Fig. 1: drive-strength map
Scale: 4 px per um.
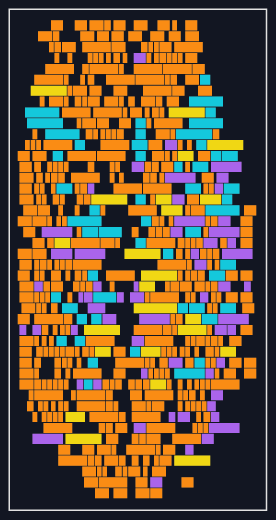
Fig. 2: metal 3
Scale: 3 px per um.
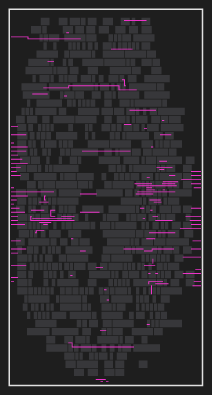
Fig. 3: where the registers sit
Scale: 4 px per um. Other sequential cells in the stronger gray, the rest of the logic in the fainter gray.
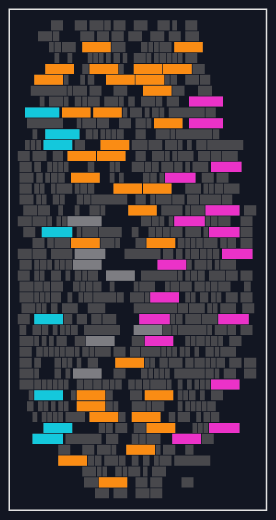
Fig. 4: placement by cell class
Scale: 4 px per um.
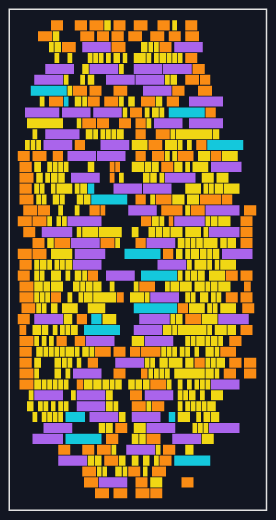
### src/rtl/qtree_match_writer_pkg.sv
`default_nettype none
// ============================================================================
// Module   : qtree_match_writer_pkg
// Purpose  : Shared match-RAM word layout, clear word and writer FSM states
//            for the qtree match table.
// Revision : 1.0 - initial release
// ============================================================================
package qtree_match_writer_pkg;

  // Key width of the default match-table build.
  localparam int MATCH_KEY_WIDTH = 16;

  // One match-cell RAM word: inclusive range [l, r], l in the upper half.
  typedef struct packed {
    logic [MATCH_KEY_WIDTH-1:0] l;
    logic [MATCH_KEY_WIDTH-1:0] r;
  } match_ram_data_t;

  // Invalidated cell: l > r for every key, so the cell can never match.
  localparam match_ram_data_t MATCH_CLEAR_WORD = '{l: '1, r: '0};

  // Writer sequencing states.
  typedef enum logic [0:0] {
    WR_IDLE  = 1'b0,
    WR_CLEAR = 1'b1
  } wr_state_e;

  // Build a RAM word from a rule's bounds.
  function automatic match_ram_data_t pack_rule(input logic [MATCH_KEY_WIDTH-1:0] l,
                                                input logic [MATCH_KEY_WIDTH-1:0] r);
    match_ram_data_t w;
    w.l = l;
    w.r = r;
    return w;
  endfunction

endpackage
`default_nettype wire

### src/rtl/qtree_match_writer.sv
`default_nettype none
// ============================================================================
// Module   : qtree_match_writer
// Purpose  : Write port sequencer for the qtree match-cell RAMs. Forwards
//            configuration rules as single-cycle RAM writes and runs a full
//            table invalidation (clear) on request or after reset.
// Revision : 1.0 - initial release
// ============================================================================
module qtree_match_writer
  import qtree_match_writer_pkg::*;
#(
  parameter int KEY_WIDTH            = 16,
  parameter int RAM_ADDR_WIDTH       = 8,
  parameter int MATCH_CELL_CNT       = 4,
  parameter int MATCH_CELL_CNT_WIDTH = (MATCH_CELL_CNT > 1) ? $clog2(MATCH_CELL_CNT) : 1,
  parameter int RAM_DATA_WIDTH       = 2 * KEY_WIDTH,
  parameter bit CLEAR_ON_RESET       = 1'b1
) (
  input  logic                            clk_i,
  input  logic                            rst_i,
  input  logic [RAM_ADDR_WIDTH-1:0]       cfg_addr_i,
  input  logic [MATCH_CELL_CNT_WIDTH-1:0] cfg_cell_i,
  input  logic [KEY_WIDTH-1:0]            cfg_l_i,
  input  logic [KEY_WIDTH-1:0]            cfg_r_i,
  input  logic                            cfg_valid_i,
  output logic                            cfg_ready_o,
  input  logic                            clear_i,
  output logic                            busy_o,
  output logic                            done_o,
  output logic [RAM_DATA_WIDTH-1:0]       ram_data_o,
  output logic [RAM_ADDR_WIDTH-1:0]       ram_addr_o,
  output logic [MATCH_CELL_CNT_WIDTH-1:0] ram_cell_o,
  output logic                            ram_write_o,
  output logic [15:0]                     wr_cnt_o
);

  // Last cell index of the inner clear loop.
  localparam logic [MATCH_CELL_CNT_WIDTH-1:0] LAST_CELL =
    MATCH_CELL_CNT_WIDTH'(MATCH_CELL_CNT - 1);

  // Clear word {l = all ones, r = 0}, same layout as MATCH_CLEAR_WORD.
  localparam logic [RAM_DATA_WIDTH-1:0] CLEAR_WORD =
    RAM_DATA_WIDTH'({{KEY_WIDTH{1'b1}}, {KEY_WIDTH{1'b0}}});

  wr_state_e state;
  logic      start_clear;   // clear requested by reset release, not yet started
  logic      accept_rule;
  logic      clear_last;

  // Rules are only taken when idle and no clear is competing for the port.
  assign cfg_ready_o = !rst_i && (state == WR_IDLE) && !clear_i && !start_clear;
  assign accept_rule = cfg_valid_i && cfg_ready_o;

  // In CLEAR the ram_addr/ram_cell outputs are the sweep counter itself.
  assign clear_last  = (ram_addr_o == {RAM_ADDR_WIDTH{1'b1}}) && (ram_cell_o == LAST_CELL);

  // FSM, write port registers and rule counter.
  always_ff @(posedge clk_i) begin
    if (rst_i) begin
      state       <= WR_IDLE;
      start_clear <= CLEAR_ON_RESET;
      busy_o      <= 1'b0;
      done_o      <= 1'b0;
      ram_write_o <= 1'b0;
      ram_data_o  <= '0;
      ram_addr_o  <= '0;
      ram_cell_o  <= '0;
      wr_cnt_o    <= '0;
    end else begin
      done_o      <= 1'b0;
      ram_write_o <= 1'b0;
      case (state)
        WR_IDLE: begin
          if (clear_i || start_clear) begin
            // First clear write goes out in the cycle after acceptance.
            state       <= WR_CLEAR;
            start_clear <= 1'b0;
            busy_o      <= 1'b1;
            ram_write_o <= 1'b1;
            ram_data_o  <= CLEAR_WORD;
            ram_addr_o  <= '0;
            ram_cell_o  <= '0;
          end else if (accept_rule) begin
            // Bounds are written as given; an l > r rule simply never matches.
            ram_write_o <= 1'b1;
            ram_data_o  <= RAM_DATA_WIDTH'({cfg_l_i, cfg_r_i});
            ram_addr_o  <= cfg_addr_i;
            ram_cell_o  <= cfg_cell_i;
            if (wr_cnt_o != 16'hFFFF) begin
              wr_cnt_o <= wr_cnt_o + 16'd1;
            end
          end
        end
        WR_CLEAR: begin
          // clear_i is ignored here: no restart and no queued request.
          if (clear_last) begin
            state  <= WR_IDLE;
            busy_o <= 1'b0;
            done_o <= 1'b1;
          end else begin
            ram_write_o <= 1'b1;
            if (ram_cell_o == LAST_CELL) begin
              ram_cell_o <= '0;
              ram_addr_o <= ram_addr_o + 1'b1;
            end else begin
              ram_cell_o <= ram_cell_o + 1'b1;
            end
          end
        end
        default: begin
          state <= WR_IDLE;
        end
      endcase
    end
  end

endmodule
`default_nettype wire

### config.mk
export PLATFORM = sky130hd
export DESIGN_NAME = qtree_match_writer
export DESIGN_NICKNAME = d
export VERILOG_FILES = /design/src/rtl/qtree_match_writer_pkg.sv /design/src/rtl/qtree_match_writer.sv
export SDC_FILE = /design/constraint.sdc
export NUM_CORES = 1
export LEC_CHECK = 0
export ABC_AREA = 1
export CAP_MARGIN = 10
export CORE_ASPECT_RATIO = 2
export CORE_MARGIN = 1.5
export CORE_UTILIZATION = 40
export CTS_CLUSTER_SIZE = 25
export DETAILED_ROUTE_END_ITERATION = 12
export GPL_TIMING_DRIVEN = 0
export PLACE_DENSITY = 0.88
export SLEW_MARGIN = 25
export SYNTH_ARGS = -nofsm -noshare
export SYNTH_HDL_FRONTEND = slang
export SYNTH_SLANG_ARGS = --single-unit
### constraint.sdc
create_clock -name clk_i -period 1.4 [get_ports clk_i]
set_input_delay 0.28 -clock clk_i [delete_from_list [all_inputs] [get_ports clk_i]]
set_output_delay 0.28 -clock clk_i [all_outputs]
set_load 0.01 [all_outputs]
==> deck_impl_summary.md <==
Run Summary

Finish
  • Antenna cells: 0
  • Most instantiated logic cells after routing: nand2_1 (93), nor2_1 (72), dlygate4sd2_1 (60), dfxtp_1 (46), clkdlybuf4s50_1 (43)
  • Syn-to-layout area delta: 64.1%
  • Logic inverters: 30
  • Most frequent logic cell in the layout: nand2_1
  • Bufs w/o clock: 150

Timing
  • Final WS setup: -0.0723 ns
  • RSZ-0062 raised after global routing: true
  • Setup Viol. Count Final: 23
  • Setup TNS: -0.735 ns
  • Slew @ Worst Pin: 0.689 ns

Clock network
  • CTS Hold Bufs: 0
  • Clk buf depth: 2
  • H-tree levels: 3
  • CTS clk-pin slew, worst paths: around 0.060 ns

Logic synthesis
  • #FFs+latches synth: 63
  • Ys cells: 431
  • Largest combinational cell category by area: simple AND/OR/NAND/NOR gates
  • Synth Area in Adders: 1.26%
  • EDFF count, synth: 0

Routing
  • Detailed-route wire length: ~9.9 mm
  • Post-route ant nets: 0

Min path
  • Min-Delay Startpoint: rst_i

Outcome
  • Status: complete, but fails checks
  • Failing checks: negative setup slack

Setup path
  • Critical Path Stages: 7
  • CP Launch Type: flop
  • CP Cell Sequence: nand3_2 -> nor2_4 -> nand4_4 -> nand2_8 -> buf_8 -> nand2_4 -> a21oi_2
  • Buf+Inv Stages, Crit Path: 1

Power and ir drop
  • Clk pwr share: 45.7%
  • Comb group: roughly 0.66 mW
  • Gate power share: 13.8%

Floorplan
  • Chip width: 63.9 um
  • Core Region: 7210 um^2
About Fig. 1:
- orange: drive 1 or less (cells 444; share 77%)
- cyan: drive 3 to 4 (cells 52; share 9.0%)
- purple: drive 2 (cells 58; share 10%)
- yellow: drive 6 and up (cells 23; share 4.0%)

About Fig. 2:
- share of all routed wire: 4.9%
- nets with wire on the layer: 89
- longest straight run: 20.5 um
- wire length on this layer: 488 um
- main direction: horizontal

About Fig. 3:
- cyan: ram_addr_o (placed flops 8)
- orange: ram_data_o (placed flops 32)
- magenta: wr_cnt_o (placed flops 16)
- not colored: 7

About Fig. 4:
- cyan: clock drivers and dummy loads (cells 15; share of their area 6.1%)
- yellow: all other logic (cells 349; share of their area 39%)
- orange: other buffers and delay cells (cells 150; share of their area 28%)
- purple: flip-flops (cells 63; share of their area 27%)

==> final timing paths <==
path | to
worst min-delay path | wr_cnt_o[3]
worst min register to register | ram_data_o[0]
worst max-delay path | wr_cnt_o[4]
worst max register to register | wr_cnt_o[4]
==> synthesized netlist by cell type, drive strengths merged, types with 2 or more instances <==
cell	n	area, um^2
nand2	110	428
nor2	85	334
dfxtp	63	1260
nand3	37	190
o21ai	34	174
a21oi	31	166
inv	29	109
buf	10	78.8
clkbuf	9	33.8
nand4	9	62.6
xor2	4	35.0
ha	3	37.5
nor3	2	21.3
==> layer usage <==
layer	up-vias	part of all wire, %	track usage, %
met1	1585	35	23.9
met5	-	0	0
li1	1679	-	-
met2	149	55	45.2
met3	44	4.9	6.14
met4	0	5.1	17.3
Power and IR drop assume default switching activity.
